### src/rtl/ps2_mouse_bcd_scheduler.sv
//------------------------------------------------------------------------------
// ps2_mouse_bcd_scheduler
//   Once per video frame, converts the mouse Z accumulator and the left,
//   middle and right click counters to BCD for the VGA text path. A single
//   iterative double-dabble converter is time-shared in fixed order
//   Z, L, M, R. The four results are staged and then committed to the output
//   registers on a single edge, so the display never shows a mix of old and
//   new values.
//
//   Ports:
//     clk, rst          clock, asynchronous active-high reset
//     frame_tick        one-cycle refresh request (vsync start)
//     z_axis_bin        unsigned Z accumulator        [Z_BITS]
//     left/middle/right_cnt  click counters           [CNT_BITS]
//     ariphmetic_bcd    Z as 5 BCD digits             [20]
//     left/middle/right_bcd  {hund[1:0],tens,units}   [10]
//     busy              refresh in progress
//     update_done       one-cycle pulse, high in the first cycle new
//                       outputs are visible
//     overrun           one-cycle pulse after a tick dropped while busy
//
//   Revision: 1.0  initial release
//------------------------------------------------------------------------------
`default_nettype none

module ps2_mouse_bcd_scheduler #(
  parameter int Z_BITS   = 16,
  parameter int CNT_BITS = 8
) (
  input  logic                clk,
  input  logic                rst,
  input  logic                frame_tick,
  input  logic [Z_BITS-1:0]   z_axis_bin,
  input  logic [CNT_BITS-1:0] left_cnt,
  input  logic [CNT_BITS-1:0] middle_cnt,
  input  logic [CNT_BITS-1:0] right_cnt,
  output logic [19:0]         ariphmetic_bcd,
  output logic [9:0]          left_bcd,
  output logic [9:0]          middle_bcd,
  output logic [9:0]          right_bcd,
  output logic                busy,
  output logic                update_done,
  output logic                overrun
);

  // Shift register is wide enough for whichever operand is larger.
  localparam int SH_W = (Z_BITS > CNT_BITS) ? Z_BITS : CNT_BITS;

  typedef enum logic [2:0] {
    S_IDLE   = 3'd0,
    S_LOAD   = 3'd1,
    S_CONV   = 3'd2,
    S_STORE  = 3'd3,
    S_COMMIT = 3'd4
  } state_t;

  typedef enum logic [1:0] {
    SEL_Z = 2'd0,
    SEL_L = 2'd1,
    SEL_M = 2'd2,
    SEL_R = 2'd3
  } sel_t;

  state_t state, state_nxt;
  sel_t   sel;

  // Snapshots taken when a refresh starts
  logic [Z_BITS-1:0]   z_snap;
  logic [CNT_BITS-1:0] l_snap, m_snap, r_snap;

  // Staging registers, copied to the outputs together at commit
  logic [19:0] z_stage;
  logic [9:0]  l_stage, m_stage, r_stage;

  // Double-dabble datapath
  logic [SH_W-1:0] shreg;
  logic [19:0]     bcd;
  logic [19:0]     bcd_adj;
  logic [4:0]      iter;
  logic [SH_W-1:0] load_val;

  //--------------------------------------------------------------------------
  // State register
  //--------------------------------------------------------------------------
  always_ff @(posedge clk or posedge rst) begin
    if (rst) state <= S_IDLE;
    else     state <= state_nxt;
  end

  //--------------------------------------------------------------------------
  // Next-state logic
  //--------------------------------------------------------------------------
  always_comb begin
    state_nxt = state;
    case (state)
      S_IDLE:   if (frame_tick) state_nxt = S_LOAD;
      S_LOAD:   state_nxt = S_CONV;
      S_CONV:   if (iter == 5'd1) state_nxt = S_STORE;
      S_STORE:  state_nxt = (sel == SEL_R) ? S_COMMIT : S_LOAD;
      S_COMMIT: state_nxt = S_IDLE;
      default:  state_nxt = S_IDLE;
    endcase
  end

  assign busy = (state != S_IDLE);

  //--------------------------------------------------------------------------
  // Operand for the current requester, left-aligned in the shift register so
  // that its MSB is the first bit shifted into the BCD accumulator.
  //--------------------------------------------------------------------------
  always_comb begin
    load_val = '0;
    case (sel)
      SEL_Z:   load_val = SH_W'(z_axis_snap_ext()) ;
      SEL_L:   load_val = SH_W'(l_snap) << (SH_W - CNT_BITS);
      SEL_M:   load_val = SH_W'(m_snap) << (SH_W - CNT_BITS);
      default: load_val = SH_W'(r_snap) << (SH_W - CNT_BITS);
    endcase
  end

  function automatic logic [SH_W-1:0] z_axis_snap_ext();
    return SH_W'(z_snap) << (SH_W - Z_BITS);
  endfunction

  // Add-3 correction on every nibble that is 5 or more
  always_comb begin
    bcd_adj = bcd;
    for (int i = 0; i < 5; i++) begin
      if (bcd[4*i +: 4] >= 4'd5) bcd_adj[4*i +: 4] = bcd[4*i +: 4] + 4'd3;
    end
  end

  //--------------------------------------------------------------------------
  // Datapath and output registers
  //--------------------------------------------------------------------------
  always_ff @(posedge clk or posedge rst) begin
    if (rst) begin
      sel            <= SEL_Z;
      z_snap         <= '0;
      l_snap         <= '0;
      m_snap         <= '0;
      r_snap         <= '0;
      z_stage        <= '0;
      l_stage        <= '0;
      m_stage        <= '0;
      r_stage        <= '0;
      shreg          <= '0;
      bcd            <= '0;
      iter           <= '0;
      ariphmetic_bcd <= '0;
      left_bcd       <= '0;
      middle_bcd     <= '0;
      right_bcd      <= '0;
      update_done    <= 1'b0;
      overrun        <= 1'b0;
    end else begin
      update_done <= 1'b0;
      // Any tick outside IDLE (including the COMMIT cycle) is dropped
      overrun     <= frame_tick && (state != S_IDLE);

      case (state)
        S_IDLE: begin
          if (frame_tick) begin
            z_snap <= z_axis_bin;
            l_snap <= left_cnt;
            m_snap <= middle_cnt;
            r_snap <= right_cnt;
            sel    <= SEL_Z;
          end
        end

        S_LOAD: begin
          shreg <= load_val;
          bcd   <= '0;
          iter  <= (sel == SEL_Z) ? 5'(Z_BITS) : 5'(CNT_BITS);
        end

        S_CONV: begin
          bcd   <= {bcd_adj[18:0], shreg[SH_W-1]};
          shreg <= shreg << 1;
          iter  <= iter - 5'd1;
        end

        S_STORE: begin
          case (sel)
            SEL_Z: begin z_stage <= bcd;       sel <= SEL_L; end
            SEL_L: begin l_stage <= bcd[9:0];  sel <= SEL_M; end
            SEL_M: begin m_stage <= bcd[9:0];  sel <= SEL_R; end
            default: r_stage <= bcd[9:0];
          endcase
        end

        S_COMMIT: begin
          ariphmetic_bcd <= z_stage;
          left_bcd       <= l_stage;
          middle_bcd     <= m_stage;
          right_bcd      <= r_stage;
          update_done    <= 1'b1;
        end

        default: ;
      endcase
    end
  end

endmodule

`default_nettype wire

### config.mk
export PLATFORM = sky130hd
export DESIGN_NAME = ps2_mouse_bcd_scheduler
export DESIGN_NICKNAME = d
export VERILOG_FILES = /design/src/rtl/ps2_mouse_bcd_scheduler.sv
export SDC_FILE = /design/constraint.sdc
export NUM_CORES = 1
export LEC_CHECK = 0
export CAP_MARGIN = 20
export CORE_MARGIN = 2
export CORE_UTILIZATION = 51
export CTS_CLUSTER_DIAMETER = 30
export DETAILED_ROUTE_END_ITERATION = 8
export PLACE_DENSITY = 0.88
export SLEW_MARGIN = 20
export SYNTH_ARGS = -nofsm -noshare
export SYNTH_HDL_FRONTEND = slang
export SYNTH_SLANG_ARGS = --single-unit
### constraint.sdc
create_clock -name clk -period 5.8 [get_ports clk]
set_input_delay 1.16 -clock clk [delete_from_list [all_inputs] [get_ports clk]]
set_output_delay 1.16 -clock clk [all_outputs]
set_load 0.02 [all_outputs]
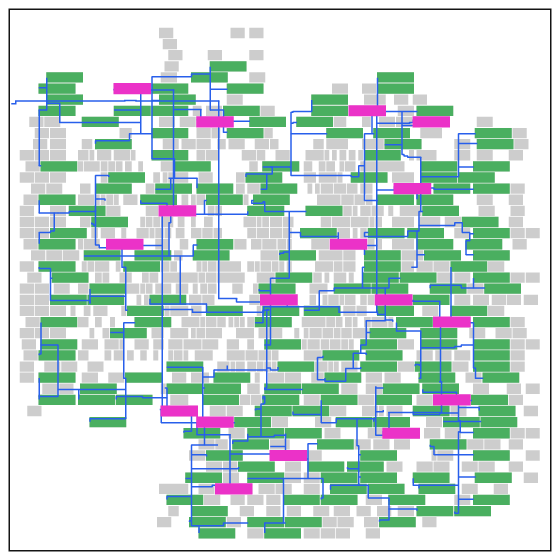
Fig. 1. Routed clock nets over the placement.
Key: green = flip-flops [count 188]; magenta = clock-net drivers [count 17]; blue = clock wires [length 2,040 um]
Position of the flops: all over the die.
clock share of power: 25.1%
Late-Pin Clk Latency: 430 ps
total clock network power: 1.12 mW

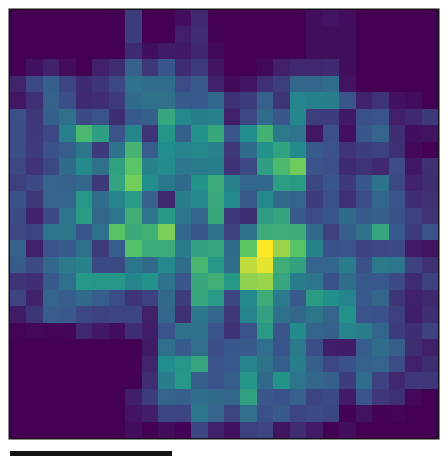
Fig. 2. Wiring heat map.
The bar under the picture is 50 um long. 26 x 26 tiles, from dark purple (low) to yellow (high), scaled to the fullest tile. Values are wire area over tile area, all layers added.
The densest ninth of the die: center. 20% of the tiles are nearly empty. 11% of the tiles are over half the peak. The emptiest ninth of the die: lower left. The mean over all tiles is 0.15. The fullest tile reaches 0.65.

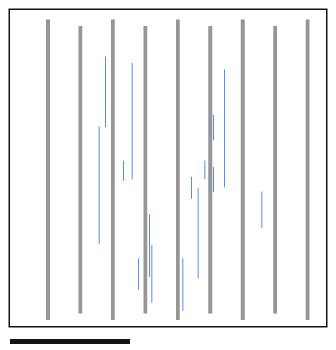
Fig. 3. The metal 4 layer.
The bar under the picture is 50 um long. Supply wires on this layer in gray.
The wires run mostly vertical. 10 nets have wire on it. The layer carries 357 um of wire. The longest straight run is 49.0 um. The layer holds 2.1% of the routed length.

==> results.json <==
{
  "layout_worst_path_cycle_share_pct": 58.17,
  "layout_top_cell": "dfrtp_1",
  "nonClkBufAreaFrac_pct": 9.979,
  "swShare_pct": 33.48,
  "vdd_ir_drop_max_mv": 0.2801,
  "fin_skew_ps": 6.575,
  "regArea_mm2": 0.004705,
  "final_hold_viol_count": 0,
  "r2r-end": "iter[0]",
  "maxCapViolations": 0,
  "synth-main-ff-cell": "dfrtp_1",
  "netlist.area_leader.share_pct": 56.21,
  "cts_setup_buffers": 0,
  "post-dp-hpwl_um": 11190,
  "drc": 0,
  "cts_buffers": 17,
  "die_area_mm2": 0.01745,
  "gp_congestion": 0.8099,
  "inverters_excl_clock": 37,
  "finalWirelength_um": 16850,
  "switchingPower_mw": 1.490,
  "initCoreUtil_pct": 52.50,
  "power_leakage_nw": 4.496,
  "postSynthSeqShare_pct": 56.21,
  "cts_tree": "yes",
  "grt-ovfl-total": 0,
  "hold_ws_ps": 487.3,
  "vias_per_cell": 5.724,
  "crit_path_end_kind": "output port",
  "cellPowerDensity_mw_per_mm2": 447.1,
  "pwr-share-seq_pct": 44.3,
  "drt_first_pass_iters": 5,
  "nClkBuffers": 25,
  "comb_cells": 372,
  "synth_cell_type_count": 49,
  "nets": 777,
  "setup_viol": 0,
  "avgSynthCellArea_um2": 13.12,
  "ys.flops": 188,
  "numPortBuffers": 95,
  "rsz0062_at_grt": "false",
  "reg2reg_from": "state[0]",
  "fmax_mhz": 296.4,
  "powerSeq_mw": 1.97,
  "most_common_cell": "dfrtp_1",
  "status": "finished clean",
  "synth_cells": 638,
  "startpoint_type": "flop",
  "topCellsByArea": "dfrtp_1, mux2_2, ha_1",
  "drive_gt1_share_pct": 21.57,
  "cts_buffer_depth": 2,
  "yosys_area_mm2": 0.008369,
  "worstMarginPinSlew_ps": 963.7,
  "io_pins": 96,
  "hold_end": "z_stage[0]",
  "clk_pin_slew_ps": 70,
  "edf_count": 0,
  "comb_power_share_pct": 30.6,
  "fp_nets": 700,
  "num_vias": 5403,
  "die_h_um": 132.1,
  "crit_fanout": 19,
  "cp.required_ps": 4640,
  "total_power_mw": 4.451,
  "sh_comb_area_pct": 32.91,
  "critPathArrivalTime_ps": 2210,
  "ys_cells": 638,
  "power_leader": "registers",
  "first_global_vias": 5518
}
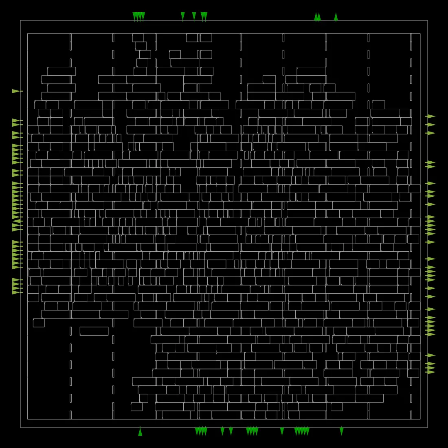
Fig. 4. Cell outlines without signal wires.
number of fill cells: 1,165
sequential cells: 188
fraction of area in registers: 47.25%
core box area: 0.01594 mm2

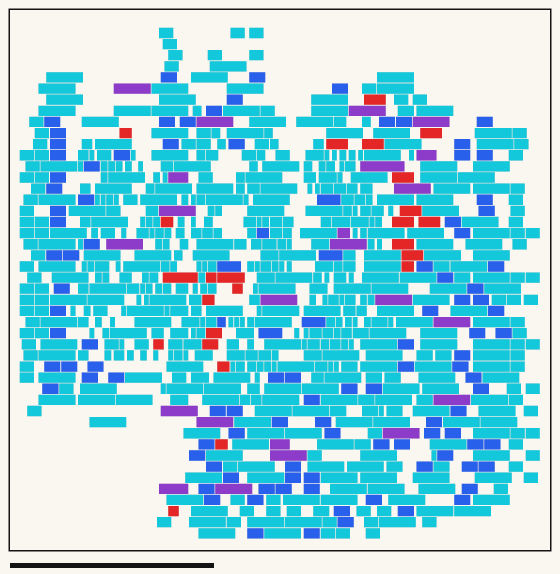
Fig. 5. Drive-strength map.
The bar under the picture is 50 um long.
Key: blue = x2 [cells 110]; cyan = x1 and smaller [cells 571]; red = x3 and x4 [cells 24]; purple = x6 and larger [cells 23]

-- registers in the layout (all words and copies together) (netlist names) --
register	count
r_stage	10
r_snap	8
m_snap	8
middle_bcd	10
right_bcd	10
sel	2
m_stage	10
l_stage	10
shreg	16
left_bcd	10
z_snap	16
z_stage	20
overrun	1
update_done	1
bcd	20
iter	5
state	3
l_snap	8
ariphmetic_bcd	20
-- logic make-up (layout without fill, tap and decap cells) --
family	count (synthesis)	after routing	share of synthesized area [%]
flip-flops	188	188	56.21
multiplexers	136	136	18.69
AND-OR/OR-AND	124	124	10.90
AND/OR/NAND/NOR	88	88	6.085
buffers and inverters	78	168	4.664
adder cells (fa/ha/maj)	19	19	2.841
XOR/XNOR	5	5	0.6130
-- layer usage --
metal	GRT usage (%)	share of wire [%]
met3	4.152	5.4
met1	26.67	42
met2	33.74	50
met5	0	0
met4	7.609	2.1
-- critical path, stage by stage (launching register included) --
cell	delay (ps)
dfrtp_1	660
or3_1	540
clkdlybuf4s50_1	570
-- per-stage QoR --
| step | util, % | instance area [um2] | instances | setup WS (ps) |
|---|---|---|---|---|
| after floorplan | - | 8373 | 638 | 2220 |
| after CTS | 62.44 | 9955 | 944 | 2429 |
| final | 62.45 | 9956 | 944 | 2426 |
| after global routing | 62.45 | 9956 | 944 | 2366 |
| after global placement | 58.88 | 9387 | 912 | 2901 |
| after detailed placement | 58.88 | 9387 | 912 | 2807 |
-- worst max-delay path by stage --
stage | startpoint | endpoint | slack, ps | cells after the start
after floorplan | rst | ariphmetic_bcd[0] | 2220 | 1
after global placement | frame_tick | z_snap[1] | 2900 | 4
after detailed placement | frame_tick | l_snap[1] | 2810 | 4
after CTS | state[0] | busy | 2430 | 2
after global routing | state[0] | busy | 2370 | 2
final | state[0] | busy | 2430 | 2
Power is estimated from default activity; no workload was simulated.
